### src/rtl/rca_pipe_if.sv
// Valid/ready operand and result bus for rca_pipe.
// The out_ovf signal exists only when RCA_PIPE_OVERFLOW_EN is defined.
interface rca_pipe_if #(
    parameter int WIDTH = 8
) ();
    logic             in_valid;
    logic             in_ready;
    logic [WIDTH-1:0] in_a;
    logic [WIDTH-1:0] in_b;
    logic             in_cin;
    logic             in_sub;
    logic             out_valid;
    logic             out_ready;
    logic [WIDTH-1:0] out_sum;
    logic             out_cout;

`ifdef RCA_PIPE_OVERFLOW_EN
    logic             out_ovf;

    modport master (
        output in_valid, in_a, in_b, in_cin, in_sub, out_ready,
        input  in_ready, out_valid, out_sum, out_cout, out_ovf
    );
    modport slave (
        input  in_valid, in_a, in_b, in_cin, in_sub, out_ready,
        output in_ready, out_valid, out_sum, out_cout, out_ovf
    );
`else
    modport master (
        output in_valid, in_a, in_b, in_cin, in_sub, out_ready,
        input  in_ready, out_valid, out_sum, out_cout
    );
    modport slave (
        input  in_valid, in_a, in_b, in_cin, in_sub, out_ready,
        output in_ready, out_valid, out_sum, out_cout
    );
`endif
endinterface

### src/rtl/rca_pipe.sv
// Pipelined ripple-carry adder/subtractor: WIDTH bits split into STAGES chunks, one chunk per stage,
// bubble-collapsing valid/ready flow control. Define RCA_PIPE_OVERFLOW_EN to add the out_ovf output.
module rca_pipe #(
    parameter int WIDTH  = 8,
    parameter int STAGES = 2
) (
    input logic       clk,
    input logic       rst_n,
    rca_pipe_if.slave bus
);
    localparam int C = WIDTH / STAGES;

    if (STAGES < 1 || STAGES > WIDTH || (WIDTH % STAGES) != 0) begin : g_bad_cfg
        $error("rca_pipe: WIDTH must be a multiple of STAGES with 1 <= STAGES <= WIDTH");
    end

    // Subtraction is A + ~B + 1; in_cin only matters in add mode.
    logic [WIDTH-1:0] b_eff;
    logic             cin_eff;

    assign b_eff   = bus.in_sub ? ~bus.in_b : bus.in_b;
    assign cin_eff = bus.in_sub | bus.in_cin;

    for (genvar k = 0; k < STAGES; k++) begin : g_stg
        localparam int LO = k * C;
        localparam int HI = LO + C;

        logic          src_v;
        logic [C-1:0]  src_a;
        logic [C-1:0]  src_b;
        logic          src_c;
        logic [C-1:0]  sum_c;
        logic [C:0]    cy;
        logic [HI-1:0] nxt_s;
        logic          leave;
        logic          ld;
        logic          v_q;
        logic          c_q;
        logic [HI-1:0] s_q;

        always_comb begin
            cy[0] = src_c;
            for (int i = 0; i < C; i++) begin
                sum_c[i] = src_a[i] ^ src_b[i] ^ cy[i];
                cy[i+1]  = (src_a[i] & src_b[i]) | (cy[i] & (src_a[i] ^ src_b[i]));
            end
        end

        if (k == 0) begin : g_src
            assign src_v = bus.in_valid;
            assign src_a = bus.in_a[C-1:0];
            assign src_b = b_eff[C-1:0];
            assign src_c = cin_eff;
            assign nxt_s = sum_c;
        end else begin : g_src
            assign src_v = g_stg[k-1].v_q;
            assign src_a = g_stg[k-1].g_skew.a_q[C-1:0];
            assign src_b = g_stg[k-1].g_skew.b_q[C-1:0];
            assign src_c = g_stg[k-1].c_q;
            assign nxt_s = {sum_c, g_stg[k-1].s_q};
        end

        // A stage may load when empty or when its current beat moves on this edge.
        if (k == STAGES - 1) begin : g_leave
            assign leave = bus.out_ready;
        end else begin : g_leave
            assign leave = g_stg[k+1].ld;
        end

        assign ld = !v_q || leave;

        // NOTE: non-blocking assignments so each stage samples its neighbour's pre-edge value.
        // NOTE: data registers are reset too, so a discarded beat never resurfaces on out_sum.
        always_ff @(posedge clk or negedge rst_n) begin
            if (!rst_n) begin
                v_q <= 1'b0;
                c_q <= 1'b0;
                s_q <= '0;
            end else if (ld) begin
                v_q <= src_v;
                if (src_v) begin
                    c_q <= cy[C];
                    s_q <= nxt_s;
                end
            end
        end

        // Skew registers carry the operand bits that later stages have yet to add.
        if (HI < WIDTH) begin : g_skew
            logic [WIDTH-HI-1:0] a_q;
            logic [WIDTH-HI-1:0] b_q;
            logic [WIDTH-HI-1:0] nxt_a;
            logic [WIDTH-HI-1:0] nxt_b;

            if (k == 0) begin : g_rest
                assign nxt_a = bus.in_a[WIDTH-1:HI];
                assign nxt_b = b_eff[WIDTH-1:HI];
            end else begin : g_rest
                assign nxt_a = g_stg[k-1].g_skew.a_q[WIDTH-LO-1:C];
                assign nxt_b = g_stg[k-1].g_skew.b_q[WIDTH-LO-1:C];
            end

            always_ff @(posedge clk or negedge rst_n) begin
                if (!rst_n) begin
                    a_q <= '0;
                    b_q <= '0;
                end else if (ld && src_v) begin
                    a_q <= nxt_a;
                    b_q <= nxt_b;
                end
            end
        end

`ifdef RCA_PIPE_OVERFLOW_EN
        if (k == STAGES - 1) begin : g_ovf
            logic ovf_q;

            always_ff @(posedge clk or negedge rst_n) begin
                if (!rst_n) begin
                    ovf_q <= 1'b0;
                end else if (ld && src_v) begin
                    ovf_q <= cy[C] ^ cy[C-1];
                end
            end
        end
`endif
    end

    assign bus.in_ready  = g_stg[0].ld;
    assign bus.out_valid = g_stg[STAGES-1].v_q;
    assign bus.out_sum   = g_stg[STAGES-1].s_q;
    assign bus.out_cout  = g_stg[STAGES-1].c_q;
`ifdef RCA_PIPE_OVERFLOW_EN
    assign bus.out_ovf   = g_stg[STAGES-1].g_ovf.ovf_q;
`endif
endmodule
### src/flat_wrapper.sv
// flat-port wrapper written by rule: the top's interface ports become plain ports
module rca_pipe_flat 
#(
    parameter int WIDTH  = 8,
    parameter int STAGES = 2
)
  (clk, rst_n, bus_in_valid, bus_in_a, bus_in_b, bus_in_cin, bus_in_sub, bus_out_ready, bus_in_ready, bus_out_valid, bus_out_sum, bus_out_cout);
  rca_pipe_if #(.WIDTH(WIDTH)) bus_i ();
  input logic clk;
  input logic rst_n;
  input wire logic [$bits(bus_i.in_valid)-1:0] bus_in_valid;
  input wire logic [$bits(bus_i.in_a)-1:0] bus_in_a;
  input wire logic [$bits(bus_i.in_b)-1:0] bus_in_b;
  input wire logic [$bits(bus_i.in_cin)-1:0] bus_in_cin;
  input wire logic [$bits(bus_i.in_sub)-1:0] bus_in_sub;
  input wire logic [$bits(bus_i.out_ready)-1:0] bus_out_ready;
  output wire logic [$bits(bus_i.in_ready)-1:0] bus_in_ready;
  output wire logic [$bits(bus_i.out_valid)-1:0] bus_out_valid;
  output wire logic [$bits(bus_i.out_sum)-1:0] bus_out_sum;
  output wire logic [$bits(bus_i.out_cout)-1:0] bus_out_cout;
  assign bus_i.in_valid = bus_in_valid;
  assign bus_i.in_a = bus_in_a;
  assign bus_i.in_b = bus_in_b;
  assign bus_i.in_cin = bus_in_cin;
  assign bus_i.in_sub = bus_in_sub;
  assign bus_i.out_ready = bus_out_ready;
  assign bus_in_ready = bus_i.in_ready;
  assign bus_out_valid = bus_i.out_valid;
  assign bus_out_sum = bus_i.out_sum;
  assign bus_out_cout = bus_i.out_cout;
  rca_pipe #(.WIDTH(WIDTH), .STAGES(STAGES)) u_core (.clk(clk), .rst_n(rst_n), .bus(bus_i));
endmodule
### config.mk
export PLATFORM = sky130hd
export DESIGN_NAME = rca_pipe_flat
export DESIGN_NICKNAME = d
export VERILOG_FILES = /design/src/rtl/rca_pipe_if.sv /design/src/rtl/rca_pipe.sv /design/src/flat_wrapper.sv
export SDC_FILE = /design/constraint.sdc
export NUM_CORES = 1
export LEC_CHECK = 0
export CAP_MARGIN = 10
export CORE_UTILIZATION = 47
export CTS_CLUSTER_SIZE = 20
export DETAILED_ROUTE_END_ITERATION = 8
export PLACE_DENSITY = 0.81
export SETUP_SLACK_MARGIN = 0.5
export SYNTH_ARGS = -nofsm -noshare
export SYNTH_HDL_FRONTEND = slang
export SYNTH_SLANG_ARGS = --single-unit
### constraint.sdc
create_clock -name clk -period 2.81 [get_ports clk]
set_input_delay 0.843 -clock clk [delete_from_list [all_inputs] [get_ports clk]]
set_output_delay 0.843 -clock clk [all_outputs]
set_load 0.005 [all_outputs]
### Met1 routing

Cells faint in the background.
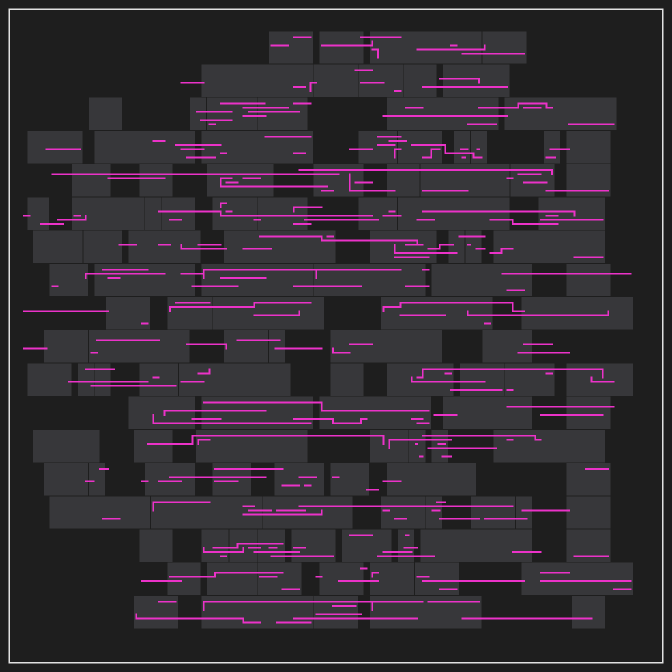
main direction: horizontal
nets with wire on the layer: 127
longest straight run: 23.5 um

==> out/metrics.csv <==
stage;metric;value;unit
route;via density per instance;4.77;
placed_design;buffers added on ports;32;
global_route;vias in the first global route;823;
pwr;Comb power frac;38.7;%
layout;Synth-to-Final Area Change;34.5;%
route;Iter 0 DRT Violations;2;
setup_path;worst endpoint data arrival time;2.80;ns
timing;Slew Limit Headroom;79.6;%
setup_path;Setup crit start kind;primary input;
timing;# setup viols final;0;
die;DIE AREA;2850;um2
route;final wirelength;2.18;mm
yosys;Synth Seq Share;48.4;%
setup_path;worst path required time;3.02;ns
layout;layout cell share with drive strength beyond 1;32.8;%
setup_path;RR Startpoint;u_core.g_stg[0].g_skew.b_q[0];
yosys;tally of unique sky130hd cells used after synthesis;16;
clock_network;# H-tree levels;1;
timing;Setup Skew;0.00147;ns
setup_path;critical path type;primary input to flop;
placed_design;dpl cells;151;
pwr;Reg power frac;47.7;%
placed_design;placed cell areas;1620;um2
die;io pins;33;
clock_network;clock sink total;24;
global_route;grt ovf;0;
yosys;Syn Std Cell Area;1240;um2
clock_network;Worst-path clk slew;0.12;ns
yosys;Syn Inst Count;87;
layout;Final Util;67.4;%
yosys;Synth warnings;0;
timing;setup ws final;0.218;ns
die;floorplan core density;50.1;%
layout;fin area;1670;um2
route;DR WL/cell;14.0;um
layout;Nets;157;
layout;Cell Count, Final, Fillers Out;155;
die;Core Region;2480;um2
pwr;switching power;0.298;mW
global_route;largest net degree at the start of global routing;25;
placed_design;final RePlAce weighted congestion;0.682;
route;residual DRC count;0;
pwr;Sw Share;27.8;%
pwr;worst ir drop on vdd;353;uV
timing;Max Transition Viols Final;0;
layout;Top Layout Cells;clkdlybuf4s50_1, dfrtp_1, inv_1;
timing;Period minus WS final;2.59;ns
die;Chip Width;53.4;um
pwr;Clk pwr share;13.6;%
hold_path;hold_sp;u_core.bus.out_sum[0];
global_route;global-route usage over all layers;18.8;%
layout;diode count;0;
timing;Final Hold Fails;0;
clock_network;cts hold-fix bufs;0;
clock_network;cts bufs inserted;3;
yosys;yosys stat area;1240;um2
route;vias after detailed routing;739;
clock_network;Max Root-Sink Buffers;2;
setup_path;CP max FO;1;
timing;RSZ-0062 raised after global routing;yes;
placed_design;dpl hpwl;1.66;mm
pwr;Pwr per Cell Area;642;nW/um2
die;die y size;53.4;um
yosys;syn_nets;117;
layout;# fillers;199;
clock_network;CTS root buffer;clkbuf_4;
placed_design;pre-CTS WS;-0.602;ns
run;Tool Warnings;29;
hold_path;class of the worst hold path;flop to flop;
global_route;initial antenna violation count;0;
clock_network;clock latency on the worst-skew pair;0.30;ns
status;status;finished clean;
clock_network;CTS tree;done;
route;drt first pass iters;2;
run;maxcap violations;0;
### Signal wires on met2

The bar under the picture is 20 um long.
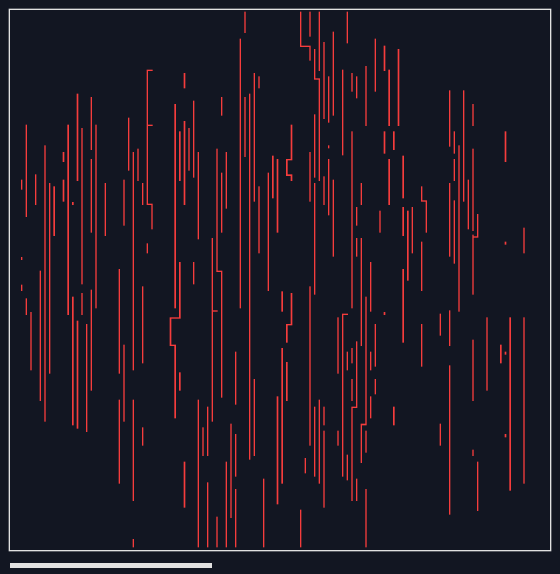
nets with wire on the layer: 144
longest straight run: 36.0 um
main direction: vertical
share of all routed wire: 54%
wire length on this layer: 1,170 um

-- repair_timing --
action / in CTS / in global routing
setup endpoints to repair: 5 / 3
pin swaps: 6 / 5
buffers inserted: 1 / 0
gates resized: 27 / 4
-- final cells by class --
class	count	area (um2)	share of cell area (%)
flip-flops and latches	24	601	36.0
multi-input cells	45	589	35.3
repair buffers	37	359	21.5
inverters	16	60.1	3.60
well taps	30	37.5	2.25
clock buffers	3	22.5	1.35
-- metal layers --
metal	GRT usage, %	part of all wire [%]
met1	18.8	38
met4	10.5	2.4
met5	0	0
met3	4.31	5.1
met2	34.8	54
-- flip-flops by register name, summed over array words and instances (netlist names) --
signal                   flops
u_core.g_stg.g_skew.a_q      4
u_core.bus.out_valid         1
u_core.bus.out_cout          1
u_core.bus.out_sum           8
u_core.g_stg.c_q             1
u_core.g_stg.g_skew.b_q      4
u_core.g_stg.s_q             4
u_core.g_stg.v_q             1
-- logic make-up after synthesis --
family / after synthesis / synth area share (%)
buffers and inverters: 18 / 6.85
adders and majority gates: 8 / 12.9
and+or+nand+nor: 7 / 5.14
xor gates and xnor gates: 8 / 5.64
DFF: 24 / 48.4
muxes: 22 / 21.1
-- worst paths after layout --
path	to	slack (ns)	cells after the start
worst max-delay path	u_core.g_stg[0].s_q[3]	0.22	9
worst min-delay path	u_core.bus.out_sum[0]	0.52	1
worst max register to register	u_core.bus.out_sum[7]	0.64	8
worst min register to register	u_core.bus.out_sum[0]	0.52	1
max in group asynchronous	u_core.bus.out_sum[4]	1.69	2
min in group asynchronous	u_core.bus.out_valid	0.88	2
-- power by group through the flow --
| stage | sequential, mW | clock (mW) | combinational, mW |
|---|---|---|---|
| after floorplan | 0.515 | 0 | 0.204 |
| after global placement | 0.514 | 0 | 0.396 |
| after detailed placement | 0.520 | 0 | 0.414 |
| after CTS | 0.514 | 0.152 | 0.422 |
| after global routing | 0.523 | 0.161 | 0.465 |
| final | 0.511 | 0.145 | 0.415 |
-- stage by stage --
stage	hold slack, ns	setup TNS [ns]	total power, mW
2_1_floorplan	0.475	-0.0311	0.719
3_3_place_gp	0.487	-1.01	0.910
3_5_place_dp	0.492	-1.25	0.935
4_1_cts	0.520	0	1.09
5_1_grt	0.534	0	1.15
6_report	0.518	0	1.07
-- cells in the mapped netlist (all sizes together) --
cell    instances  area, um2
nand2           2       17.5
mux2i           7       70.1
dfrtp          24        601
nand2b          2       12.5
fa              8        160
xnor2           4       35.0
or2             1       6.26
nand3b          1       20.0
mux2           15        191
inv            16       60.1
buf             2       25.0
xor2            4       35.0
or2b            1       7.51
-- critical path, stage by stage --
cell	delay (ns)
buf_6	0.09
xor2_2	0.17
fa_2	0.23
inv_2	0.04
fa_2	0.34
fa_2	0.34
inv_2	0.06
fa_2	0.42
mux2_4	0.27
Power is estimated from default activity; no workload was simulated.
